==> config.mk <==
export PLATFORM = sky130hd
export DESIGN_NAME = mux_scan_n
export DESIGN_NICKNAME = d
export VERILOG_FILES = /design/src/rtl/mux_scan_n.sv
export SDC_FILE = /design/constraint.sdc
export NUM_CORES = 1
export LEC_CHECK = 0
export ABC_AREA = 0
export CORE_MARGIN = 5
export CORE_UTILIZATION = 45
export CTS_BUF_LIST = sky130_fd_sc_hd__clkbuf_16
export CTS_CLUSTER_SIZE = 14
export DETAILED_ROUTE_END_ITERATION = 6
export GPL_TIMING_DRIVEN = 0
export PLACE_DENSITY = 0.85
export RECOVER_POWER = 50
export SKIP_CTS_REPAIR_TIMING = 1
export SLEW_MARGIN = 20
export SYNTH_ARGS = -nofsm -noshare
export SYNTH_HDL_FRONTEND = slang
export SYNTH_SLANG_ARGS = --single-unit
==> constraint.sdc <==
create_clock -name clk -period 4.7 [get_ports clk]
set_clock_uncertainty 0.1 [all_clocks]
set_input_delay 0.705 -clock clk [delete_from_list [all_inputs] [get_ports clk]]
set_output_delay 0.705 -clock clk [all_outputs]
set_load 0.005 [all_outputs]
==> src/rtl/mux_scan_n.sv <==
// Channel selector with a manual mode and an auto-scan mode.
// Scan mode steps through the unmasked channels and holds each one for DWELL cycles.
//
// state  | meaning
// IDLE   | disabled; outputs hold and sal_valid is low
// MANUAL | sal follows the channel picked by sel
// SCAN   | sal follows the scan pointer, which advances through the mask
module mux_scan_n #(
  parameter int CHANNELS = 4,
  parameter int WIDTH    = 8,
  parameter int DWELL    = 4,
  localparam int SELW    = $clog2(CHANNELS),
  localparam int CW      = $clog2(DWELL + 1)
) (
  input  logic                      clk,
  input  logic                      rst_n,
  input  logic                      en,
  input  logic                      mode,
  input  logic [SELW-1:0]           sel,
  input  logic [CHANNELS-1:0]       mask,
  input  logic [CHANNELS*WIDTH-1:0] d,
  output logic [WIDTH-1:0]          sal,
  output logic [SELW-1:0]           ch,
  output logic                      sal_valid,
  output logic                      err,
  output logic                      wrap
);

  typedef enum logic [1:0] {IDLE, MANUAL, SCAN} state_t;

  state_t          state;
  logic [SELW-1:0] ptr;
  logic [CW-1:0]   cnt;
  logic            reload;

  logic [SELW-1:0] low_idx, nxt_idx, adv_idx;
  logic            any_mask, have_higher, mask_cur, sel_bad, adv;

  function automatic logic [WIDTH-1:0] pick(input logic [SELW-1:0] idx);
    pick = '0;
    for (int i = 0; i < CHANNELS; i++)
      if (idx == SELW'(i)) pick = d[i*WIDTH +: WIDTH];
  endfunction

  // Downward loops leave the lowest matching index as the winner.
  always_comb begin
    low_idx     = '0;
    nxt_idx     = '0;
    have_higher = 1'b0;
    mask_cur    = 1'b0;
    for (int i = CHANNELS - 1; i >= 0; i--) begin
      if (mask[i]) low_idx = SELW'(i);
      if (mask[i] && (SELW'(i) > ptr)) begin
        nxt_idx     = SELW'(i);
        have_higher = 1'b1;
      end
      if (ptr == SELW'(i)) mask_cur = mask[i];
    end
    any_mask = |mask;
    adv_idx  = have_higher ? nxt_idx : low_idx;
    adv      = (cnt == CW'(DWELL - 1)) || !mask_cur;
    sel_bad  = 32'(sel) >= CHANNELS;
  end

  always_ff @(posedge clk or negedge rst_n) begin
    if (!rst_n) begin
      state     <= IDLE;
      ptr       <= '0;
      cnt       <= '0;
      reload    <= 1'b0;
      sal       <= '0;
      ch        <= '0;
      sal_valid <= 1'b0;
      err       <= 1'b0;
      wrap      <= 1'b0;
    end else if (!en) begin
      state     <= IDLE;
      cnt       <= '0;
      sal_valid <= 1'b0;
      wrap      <= 1'b0;
    end else if (!mode) begin
      state <= MANUAL;
      wrap  <= 1'b0;
      ch    <= sel;
      if (sel_bad) begin
        sal       <= '0;
        sal_valid <= 1'b0;
        err       <= 1'b1;
      end else begin
        sal       <= pick(sel);
        sal_valid <= 1'b1;
        err       <= 1'b0;
      end
    end else begin
      state <= SCAN;
      err   <= 1'b0;
      wrap  <= 1'b0;
      if (!any_mask) begin
        // Empty mask parks the scan; the next nonzero mask restarts from the bottom.
        sal_valid <= 1'b0;
        reload    <= 1'b1;
      end else if (state != SCAN || reload) begin
        reload    <= 1'b0;
        ptr       <= low_idx;
        cnt       <= '0;
        sal       <= pick(low_idx);
        ch        <= low_idx;
        sal_valid <= 1'b1;
      end else if (adv) begin
        ptr       <= adv_idx;
        cnt       <= '0;
        sal       <= pick(adv_idx);
        ch        <= adv_idx;
        sal_valid <= 1'b1;
        wrap      <= !have_higher;
      end else begin
        cnt       <= cnt + CW'(1);
        sal       <= pick(ptr);
        ch        <= ptr;
        sal_valid <= 1'b1;
      end
    end
  end

endmodule

Clock nets:
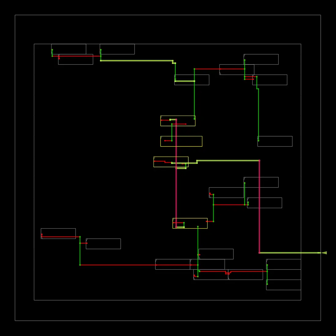
Seq cells: 20
CTS Buf Count: 3
clk sinks: 20

Placed cells, one color a class:
(4 px per um) Fill, decap, tap and diode cells in gray.
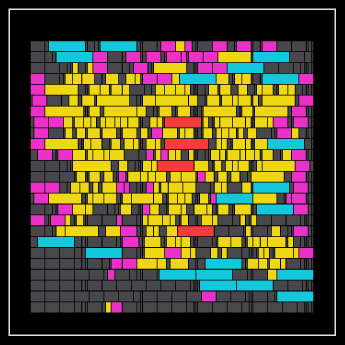
- cyan: flops (cells 20; share of their area 17%)
- magenta: other buffers and delay cells (cells 68; share of their area 21%)
- yellow: combinational and other logic (cells 221; share of their area 58%)
- red: clock drivers and dummy loads (cells 4; share of their area 3.7%)
core footprint: 4820 um^2
final instance area: 2950 um^2

Clock wires, drivers and flops:
(6 px per um)
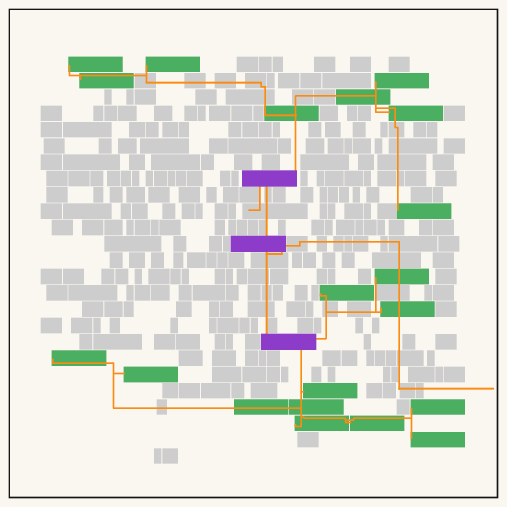
- purple: clock drivers (count 3)
- orange: clock wires (length 343 um)
- green: flip-flops (count 20)
- routed clock nets: 4
- flops lie: all over the die
clock distribution power: 0.240 mW
Clock Latency Late Sink: 0.26 ns
clock power share: 32.2%

Wires at chosen ports, followed through buffers:
(4 px per um)
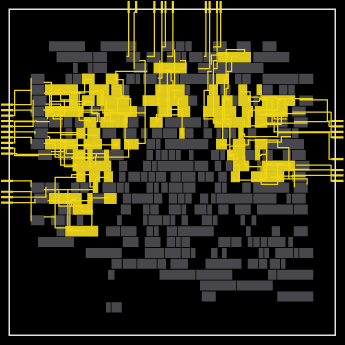
- yellow: `d` (bits 32; direction input; end cells 80; buffers 32; wire 1,300 um)
Port Buffers: 48
I/O pins: 55

The metal 2 layer:
(6 px per um) Cells faint in the background.
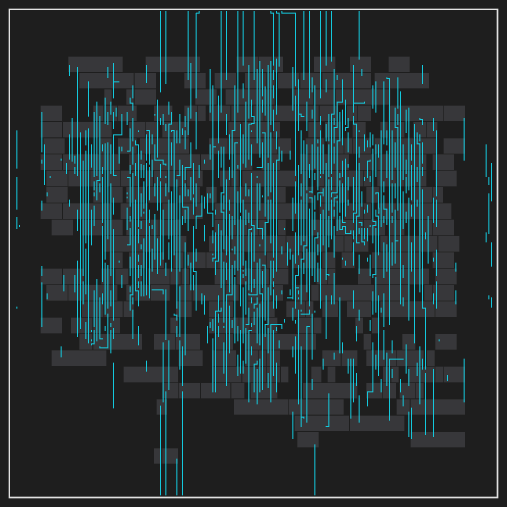
- share of all routed wire: 46%
- longest straight run: 41.0 um
- nets with wire on the layer: 319
- main direction: vertical
routed wire length: 7470 um
via count: 2,518
met2 usage: 37.4%

==> Changelog: implementation <==
## Implementation

- Status: finished clean
- WP data arrival: between 2 and 3 ns
- Largest regs: sal (8), cnt (3)
- Hold path startpoint: sal[6]
- Adder Area Share: ~1.1%
- Slowest cell delay on critical path: 0.53 ns
- Fin worst setup slack: about 1.8 ns
- Row cnt: 25
- Power per Cell Area: between 200 and 300 nW/um^2
- Xor/xnor share: 0%
- Worst Path Class, Setup: in2reg
- Routed wire per std cell: 19.6 um
- Max cap viols: 0
- Power Internal: ~0.5 mW
- Vias per std cell: around 6.6
- Antenna Nets Post-Route: 0
- Mapped Cells: about 260
- Delay-heaviest family, CP: AND-OR/OR-AND gates
- Post-synth top area cell: dfrtp_1
- Clk pin slew, worst setup/hold paths: ~0.06 ns
- AO/OA Area Share: a little over a quarter
- Peak VDD IR: roughly 0.12 mV
- Tally of OpenROAD warnings: 26
- Drt drc: 0
- Biggest register: sal
- Largest register FFs: 8
- DPL Wire Length: 5320 um
- P_comb: ~0.30 mW
- Worst min path class: reg2reg
- Crit path required time: roughly 4.7 ns
- Top cells, area: dfrtp_1 22%, mux4_2 14%, and2_1 4.1%
- #FFs+latches synth: 20
- Yosys simple share: about a quarter
- Fp_density: ~47%
- Routability cong.: 0.901
- Synthesized area: roughly 2300 um^2
- Post-layout min period: between 2 and 3 ns
- Top cells excl fill/tap: 41 x clkdlybuf4s50_1, 22 x nand2_1, 20 x nor2_1, 20 x dfrtp_1, 15 x and2_1
- Sw frac: roughly a third
- Chip Area: approximately 6600 um^2
- Clock Path Buffers: 2
- CP Capture Type: flop
- Post-synth EDFFs: 0
- Global-route wire length before repair: about 12,000 um
- Setup TNS Final: 0 ns
- Area share of the leading cell type in the synthesized netlist: between 20% and 30%
- Most numerous logic cell after layout: clkdlybuf4s50_1
- Endpoints failing setup: 0
- Yosys cell types: around 53
- Fin crit share: between 60% and 70%
- Layout area overhead: 29.4%
- Top logic family: AND-OR/OR-AND gates
- Hold Vio Cnt, Final: 0
- F_max: between 300 and 400 MHz
- Pleak: about 1.1 nW
- Mux cell area share: 17.8%
- Chip Area, Yosys: 2280 um^2
- First-pass detailed-route iteration total: 5
- CTS H-tree depth: 1
- Number of global-route vias before repair: 2,451
- Share of post-route cells with drive strength above 1: 14.1%
- Initial drt markers: 216
- Layout Nets: roughly 360
- Reg2Reg Launch Point: cnt[0]
- Die H: 81.1 um
- Worst-path cell chain: clkdlybuf4s50_1, buf_2, nor2_1, a311oi_2, and2_1, a2111oi_0, o22ai_1
- Seq. pwr: about 0.20 mW
- Root Buffer: clkbuf_16
- Register share after synthesis: 22.0%
- Synth async-reset ratio: 100%
- CP Max Fanout: 10
- Unrepaired setup endpoints after global routing: no
- Worst-Margin Slew: 0.983 ns
- Ant diodes: 0
- Die W: approximately 81 um
- Total grt overflow: 0
- Critical path launch point: mask[3]
- Yosys warns: 0
- Worst setup SP type: input port
- Gate power share: 40.9%
- Largest net degree at the start of global routing: 21
- Initial antenna violation count: 0
- Power Total: between 0.7 and 0.8 mW
- Highest-power group: combinational cells
- Slowest stage cell, crit path: clkdlybuf4s50_1
- Fin Hold WS: just under 0.4 ns
- Syn_area_per_cell: around 8.7 um^2
- Slew Limit Fails: 0
- Nets at Floorplan: 305
- NetSw: 0.236 mW
- CTS tree: built
- Crit path buf inv count: 2
- Yosys Instances: 261
- Gr usage total: between 20% and 30%
- Register share of total power: a little over a quarter
- Slew HR: roughly a third
[cell usage after synthesis, drive strengths merged (2+ instances only)]
master    n
o22a      3
nor3      4
a21boi    2
clkbuf    5
and3      3
ha        2
nand3     3
nand2b    5
buf      15
inv      14
mux4     16
a31oi     5
nor2b     7
or2       3
nor2     20
o22ai     8
or4b      2
o31ai     5
a21oi    15
o32ai     5
mux2i     3
a2111oi   8
and2     15
nor4      2
nor3b    10
o21ai    12
a311o     5
nand2    23
a211oi    5
o221ai    5
dfrtp    20
[routing by layer]
| metal | global-route usage (%) | vias up | share of wire [%] |
|---|---|---|---|
| met5 | 0 | - | 0 |
| met4 | 8.78 | 0 | 2.9 |
| met3 | 3.66 | 24 | 9.1 |
| met2 | 37.4 | 173 | 46 |
| met1 | 32.8 | 1198 | 42 |
| li1 | - | 1123 | - |
[final timing paths]
| kind | cells past startpoint | slack, ns | endpoint |
|---|---|---|---|
| max reg2reg | 7 | 2.25 | sal[4] |
| max | 7 | 1.78 | sal[2] |
| max in group asynchronous | 1 | 2.95 | sal[5] |
| min in group asynchronous | 1 | 0.96 | cnt[1] |
| min | 2 | 0.38 | sal[6] |
| min reg2reg | 2 | 0.38 | sal[6] |
[layout make-up]
cell class	count	area, um^2
well taps	67	83.8
clock buffers	3	75.1
repair buffers	48	480
clock inverters	1	30.0
fillers	437	1870
plain buffers	20	120
flip-flops and latches	20	500
multi-input cells	206	1600
inverters	15	56.3
[through the flow]
| stage | utilization [%] | cells | area (um^2) |
|---|---|---|---|
| final | 61.2 | 380 | 2950 |
| after global routing | 61.2 | 380 | 2950 |
| after CTS | 61.2 | 380 | 2950 |
| after detailed placement | 59.0 | 376 | 2840 |
| after global placement | 59.0 | 376 | 2840 |
| after floorplan | - | 261 | 2280 |
Power figures rest on the tool's default switching activity, not on a simulated workload.
